===== config.mk =====
export PLATFORM = sky130hd
export DESIGN_NAME = multi_way_traffic_controller
export DESIGN_NICKNAME = d
export VERILOG_FILES = /design/src/rtl/traffic_pkg.sv /design/src/rtl/rr_next_way.sv /design/src/rtl/multi_way_traffic_controller.sv
export SDC_FILE = /design/constraint.sdc
export NUM_CORES = 1
export LEC_CHECK = 0
export CAP_MARGIN = 20
export CORE_MARGIN = 8
export CORE_UTILIZATION = 40
export CTS_CLUSTER_SIZE = 8
export DETAILED_ROUTE_END_ITERATION = 12
export PLACE_DENSITY = 0.67
export SLEW_MARGIN = 20
export SYNTH_ARGS = -nofsm -noshare
export SYNTH_HDL_FRONTEND = slang
export SYNTH_SLANG_ARGS = --single-unit
export TNS_END_PERCENT = 10

===== constraint.sdc =====
create_clock -name clk -period 3.5 [get_ports clk]
set_clock_uncertainty 0.15 [all_clocks]
set_input_delay 0.7 -clock clk [delete_from_list [all_inputs] [get_ports clk]]
set_output_delay 0.7 -clock clk [all_outputs]
set_load 0.02 [all_outputs]

===== src/rtl/traffic_pkg.sv =====
// Shared phase encoding and lamp patterns for the multi-way traffic controller.
package traffic_pkg;

    typedef enum logic [1:0] {
        PH_ALL_RED = 2'd0,
        PH_GREEN   = 2'd1,
        PH_YELLOW  = 2'd2
    } phase_e;

    localparam int unsigned PHASE_W = 2;
    localparam int unsigned LAMP_W  = 3;

    localparam logic [LAMP_W-1:0] LAMP_RED = 3'b100;
    localparam logic [LAMP_W-1:0] LAMP_YEL = 3'b010;
    localparam logic [LAMP_W-1:0] LAMP_GRN = 3'b001;

endpackage


===== src/rtl/rr_next_way.sv =====
// Combinational round-robin picker: first set req bit after base (base itself last), else dflt.
module rr_next_way #(
    parameter int unsigned N_WAYS = 4,
    parameter int unsigned WAY_W  = $clog2(N_WAYS)
) (
    input  logic [N_WAYS-1:0] req,
    input  logic [WAY_W-1:0]  base,
    input  logic [WAY_W-1:0]  dflt,
    output logic [WAY_W-1:0]  sel
);

    logic [WAY_W-1:0] idx;

    // Walk from the farthest offset down so the nearest requester after base wins.
    always_comb begin
        sel = dflt;
        idx = '0;
        for (int unsigned k = N_WAYS; k >= 1; k--) begin
            idx = WAY_W'((32'(base) + k) % N_WAYS);
            if (req[idx]) begin
                sel = idx;
            end
        end
    end

endmodule


===== src/rtl/multi_way_traffic_controller.sv =====
// N-way intersection light controller: round-robin green grant with min/max green,
// yellow and all-red clearance, plus emergency preemption.
module multi_way_traffic_controller
    import traffic_pkg::*;
#(
    parameter int unsigned N_WAYS    = 4,
    parameter int unsigned CNT_W     = 8,
    parameter int unsigned GREEN_MIN = 8,
    parameter int unsigned GREEN_MAX = 32,
    parameter int unsigned YELLOW_T  = 3,
    parameter int unsigned ALLRED_T  = 2,
    parameter int unsigned MAIN_WAY  = 0,
    localparam int unsigned WAY_W    = $clog2(N_WAYS)
) (
    input  logic                  clk,
    input  logic                  reset,
    input  logic [N_WAYS-1:0]     sensor,
    input  logic                  emergency_req,
    input  logic [WAY_W-1:0]      emergency_way,
    output logic [3*N_WAYS-1:0]   lights,
    output logic [WAY_W-1:0]      active_way,
    output logic [PHASE_W-1:0]    phase
);

    localparam logic [PHASE_W-1:0] S_ALL_RED = PH_ALL_RED;
    localparam logic [PHASE_W-1:0] S_GREEN   = PH_GREEN;
    localparam logic [PHASE_W-1:0] S_YELLOW  = PH_YELLOW;

    logic [CNT_W-1:0]    timer;
    logic [CNT_W-1:0]    timer_n;
    logic [PHASE_W-1:0]  phase_n;
    logic [WAY_W-1:0]    way_n;
    logic [3*N_WAYS-1:0] lights_n;
    logic [N_WAYS-1:0]   others;
    logic [WAY_W-1:0]    rr_sel;
    logic                emerg_valid;
    logic                emerg_self;

    assign emerg_valid = emergency_req && (32'(emergency_way) < N_WAYS);
    assign emerg_self  = emerg_valid && (emergency_way == active_way);
    assign others      = sensor & ~(N_WAYS'(1) << active_way);

    rr_next_way #(
        .N_WAYS (N_WAYS),
        .WAY_W  (WAY_W)
    ) u_rr (
        .req  (sensor),
        .base (active_way),
        .dflt (WAY_W'(MAIN_WAY)),
        .sel  (rr_sel)
    );

    // Next-state, timer and lamp decode.
    always_comb begin
        phase_n  = phase;
        way_n    = active_way;
        timer_n  = timer + CNT_W'(1);
        lights_n = {N_WAYS{LAMP_RED}};
        case (phase)
            S_ALL_RED: begin
                if (timer >= CNT_W'(ALLRED_T - 1)) begin
                    phase_n = S_GREEN;
                    way_n   = emerg_valid ? emergency_way : rr_sel;
                    timer_n = '0;
                end
            end
            S_GREEN: begin
                if (emerg_valid && !emerg_self) begin
                    phase_n = S_YELLOW;
                    timer_n = '0;
                end else if (!emerg_self && (timer >= CNT_W'(GREEN_MIN - 1)) && (others != '0)) begin
                    phase_n = S_YELLOW;
                    timer_n = '0;
                end else if (timer >= CNT_W'(GREEN_MAX - 1)) begin
                    timer_n = timer;
                end
            end
            S_YELLOW: begin
                if (timer >= CNT_W'(YELLOW_T - 1)) begin
                    phase_n = S_ALL_RED;
                    timer_n = '0;
                end
            end
            default: begin
                phase_n = S_ALL_RED;
                timer_n = '0;
            end
        endcase
        for (int unsigned i = 0; i < N_WAYS; i++) begin
            if (WAY_W'(i) == way_n) begin
                if (phase_n == S_GREEN) begin
                    lights_n[3*i +: 3] = LAMP_GRN;
                end else if (phase_n == S_YELLOW) begin
                    lights_n[3*i +: 3] = LAMP_YEL;
                end
            end
        end
    end

    always_ff @(posedge clk) begin
        if (reset) begin
            phase      <= S_ALL_RED;
            active_way <= WAY_W'(MAIN_WAY);
            timer      <= '0;
            lights     <= {N_WAYS{LAMP_RED}};
        end else begin
            phase      <= phase_n;
            active_way <= way_n;
            timer      <= timer_n;
            lights     <= lights_n;
        end
    end

endmodule

**Run 1: register map, names as in the netlist**

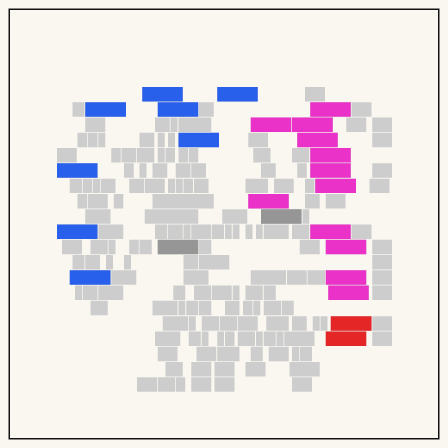
Key: red = `active_way` [placed flops 2]; blue = `timer` [placed flops 8]; magenta = `lights` [placed flops 12]
Another 2 sequential cells are not coloured.

**Run 1: routed metal, one colour a layer**

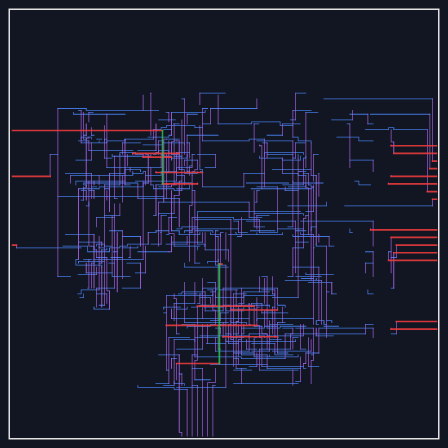
Key: purple = met2 [wire length 1400 microns]; blue = met1 [wire length 1390 microns]; red = met3 [wire length 208 microns]; green = met4 [wire length 27.2 microns]

==> reports/metrics.csv, run 1 <==
stage;metric;value;unit
outcome;status;complete, no violations;
drt;M1 WL;1390;microns
pwr;Psw;0.506;mW
drt;routed vias;1253;
pwr;overall power;1.24;mW
synthesis;Gate Count Post-Synth;154;
timing;Final period util;0.837;
global_routing;vias in the first global route;1149;
placement;DP HPWL;2330;microns
final_layout;share of cells above drive strength 1;0.0904;
synthesis;Dominant flop cell;dfxtp_1;
drt;routed vias/inst;5.57;
synthesis;Complex Gates by Area;0.208;
global_routing;initial antenna violation count;0;
global_routing;Total GRT Usage;0.104;
clock_network;CTS tree;done;
timing;Slew HR;0.466;
timing;RSZ-0062 raised after global routing;false;
pwr;Peak VDD IR;298;uV
setup_path;CP endpoint kind;flip-flop;
synthesis;synthesized area;1450;sq um
clock_network;CTS sink cnt;24;
pwr;PwrDens;699;nW/um^2
final_layout;Sequential Area;480;sq um
min_path;Worst Hold End;timer[5];
placement;Placed Cells;221;
setup_path;Crit path max-delay family;AND-OR/OR-AND gates;
final_layout;seq_cells;24;
synthesis;count leader, synth;dfxtp_1;
setup_path;worst endpoint required time;3.55;ns
final_layout;Final non-clock buffer share;0.140;
synthesis;Post-synth seq share;0.332;
final_layout;Biggest register;lights;
synthesis;area reported by Yosys stat;1450;sq um
die;Die X;76.2;microns
drt;Routed WL;3020;microns
synthesis;top post-synthesis cells by count;24 x dfxtp_1, 13 x inv_1, 12 x nor2_1;
**Run 1: pin placement**

Pins as bars across the die edge, other pins in grey.
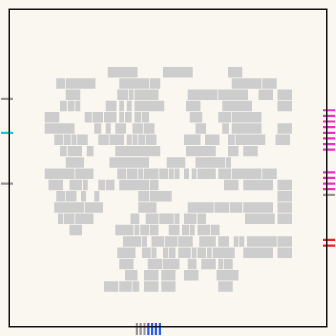
Key: red = `active_way` [pins 2, direction output, edge east]; cyan = `reset` [pins 1, direction input, edge west]; blue = `sensor` [pins 4, direction input, edge south]; magenta = `lights` [pins 12, direction output, edge east]

**Run 1: gate-type map**

Scale bar: 20 microns.
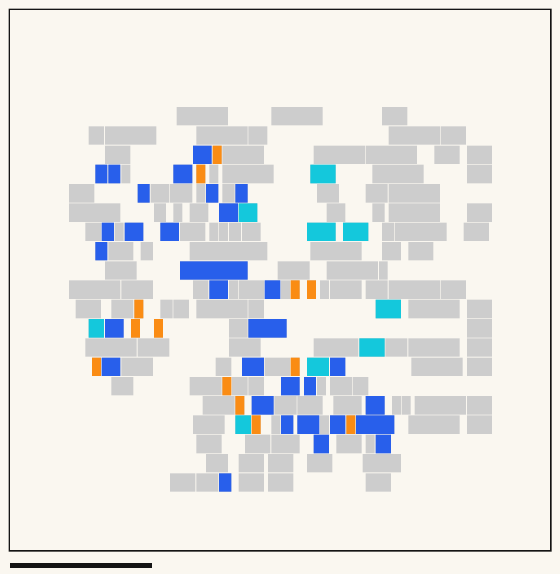
Key: blue = inverting AOI/OAI gates [cells 31]; cyan = AND and OR gates [cells 9, where centre]; orange = inverters [cells 13]

run 1: power groups by stage:
stage	clock, mW	sequential (mW)	combinational, mW
global placement	0	0.390	0.641
detailed placement	0	0.393	0.654
global route	0.214	0.396	0.724
floorplan	0	0.415	0.460
finish	0.195	0.387	0.654
CTS	0.202	0.387	0.656
run 1: worst reg2reg max path, delay by kind of cell, from the launching register on:
kind / cells / cell delay [ns]
AOI/OAI and AO/OA: 3 / 0.76
and+or+nand+nor: 1 / 0.30
adders and majority gates: 1 / 0.45
muxes: 1 / 0.30
DFF: 1 / 0.65
buffers and inverters: 1 / 0.21
run 1: cell families after synthesis:
logic type               Yosys count
buffers and inverters             19
XOR/XNOR                           2
flip-flops                        24
multiplexers                       9
AND/OR/NAND/NOR                   53
AND-OR/OR-AND                     37
adder cells (fa/ha/maj)           10
## Run 2: what changed since run 1
Clock period 3.5 ns to 2.7 ns, I/O delays scaled along.
**Run 2: pin placement**

Pins as bars across the die edge, other pins in grey.
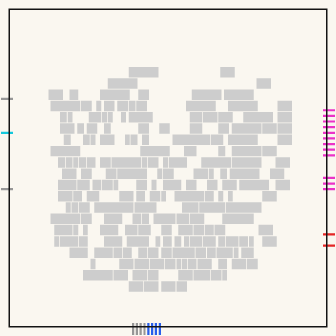
Key: blue = `sensor` [pins 4, direction input, edge south]; red = `active_way` [pins 2, direction output, edge east]; cyan = `reset` [pins 1, direction input, edge west]; magenta = `lights` [pins 12, direction output, edge east]
All pins by edge: 14 east, 8 south, 3 west.

**Run 2: gate-type map**

Scale bar: 20 microns.
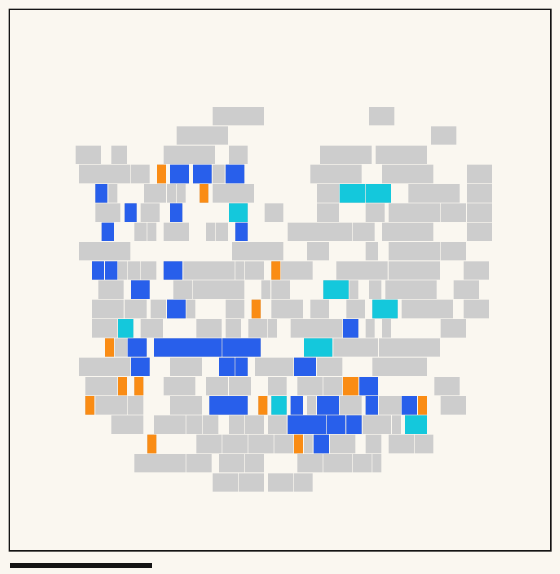
Key: blue = inverting AOI/OAI gates [cells 31]; orange = inverters [cells 13]; cyan = AND and OR gates [cells 9]

**Run 2: routed metal, one colour a layer**

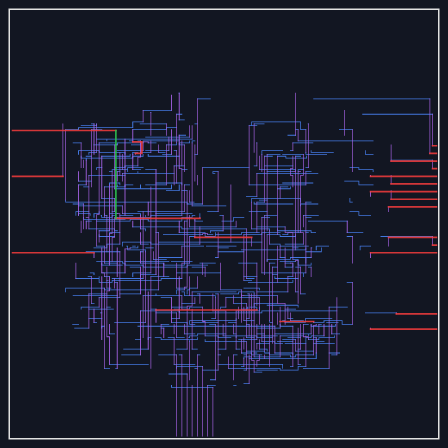
Key: purple = met2 [wire length 1400 microns]; green = met4 [wire length 15.6 microns]; blue = met1 [wire length 1500 microns]; red = met3 [wire length 194 microns]

==> run 2 against run 1 <==
Critical endpoint unchanged. Largest cell class unchanged. Critical path type unchanged. Synthesized cell count did not move. Sequential cell count did not move. Die size did not move. Area after synthesis did not move. Clock-buffer cell count rose by 1.
==> reports/metrics.csv, run 2 <==
stage;metric;value;unit
global_routing;Total GRT Usage;0.106;
placement;Placed Cells;236;
drt;routed vias/inst;5.28;
synthesis;area reported by Yosys stat;1450;sq um
synthesis;top post-synthesis cells by count;24 x dfxtp_1, 13 x inv_1, 12 x nor2_1;
clock_network;CTS sink cnt;24;
pwr;largest power group;combinational cells;
global_routing;vias in the first global route;1191;
setup_path;Setup crit end;lights[3];
drt;routed wl met2;1400;microns
clock_network;post-CTS setup buffers;0;
die;Die X;76.2;microns
final_layout;share of cells above drive strength 1;0.182;
global_routing;initial antenna violation count;0;
pwr;Psw;0.696;mW
pwr;Comb power;0.990;mW
synthesis;Gate Count Post-Synth;154;
placement;DP HPWL;2480;microns
timing;Final period util;0.942;
drt;Routed WL;3110;microns
pwr;clock-net power;0.229;mW
timing;Slew HR;0.718;
drt;M1 WL;1500;microns
pwr;overall power;1.72;mW
setup_path;CP endpoint kind;flip-flop;
setup_path;CP Max Fanout;12;
die;core area;3580;sq um
global_routing;routing usage on met2;0.171;
setup_path;worst endpoint required time;2.77;ns
pwr;PwrDens;905;nW/um^2
synthesis;count leader, synth;dfxtp_1;
pwr;P_seq;0.504;mW
final_layout;Biggest register;lights;
pwr;Peak VDD IR;377;uV
setup_path;reg-to-reg startpoint;active_way[0];
clock_network;CTS tree;done;
outcome;status;complete, no violations;
synthesis;Post-synth seq share;0.332;
setup_path;critical path data arrival time;2.61;ns
min_path;Worst Hold End;timer[5];
run 2: logic make-up (layout without fill, tap and decap cells):
group           count (synthesis)  in the layout  share of synthesized area
fa+ha+maj                      10             10                     0.0864
simple gates                   53             53                      0.233
compound gates                 37             37                      0.208
mux                             9              9                     0.0674
buf+inv                        19             57                     0.0613
flops                          24             24                      0.332
xor+xnor                        2              2                     0.0121
run 2: area by class of cell:
type                            count  area [sq um]
Multi-Input combinational cell    111           886
Inverter                           13          51.3
Clock buffer                        4          47.5
Fill cell                         330          1680
Timing Repair Buffer               40           373
Sequential cell                    24           485
Tap cell                           48          60.1
run 2: critical path: stages (launching register included):
cell and delay [ns]:
dfxtp_4 0.47, inv_4 0.07, ha_1 0.41, mux2i_1 0.29, o22ai_1 0.11, a211oi_1 0.36
a31oi_1 0.25, nor4b_1 0.33
No activity file was given, so power comes from the tool's default toggle rates.
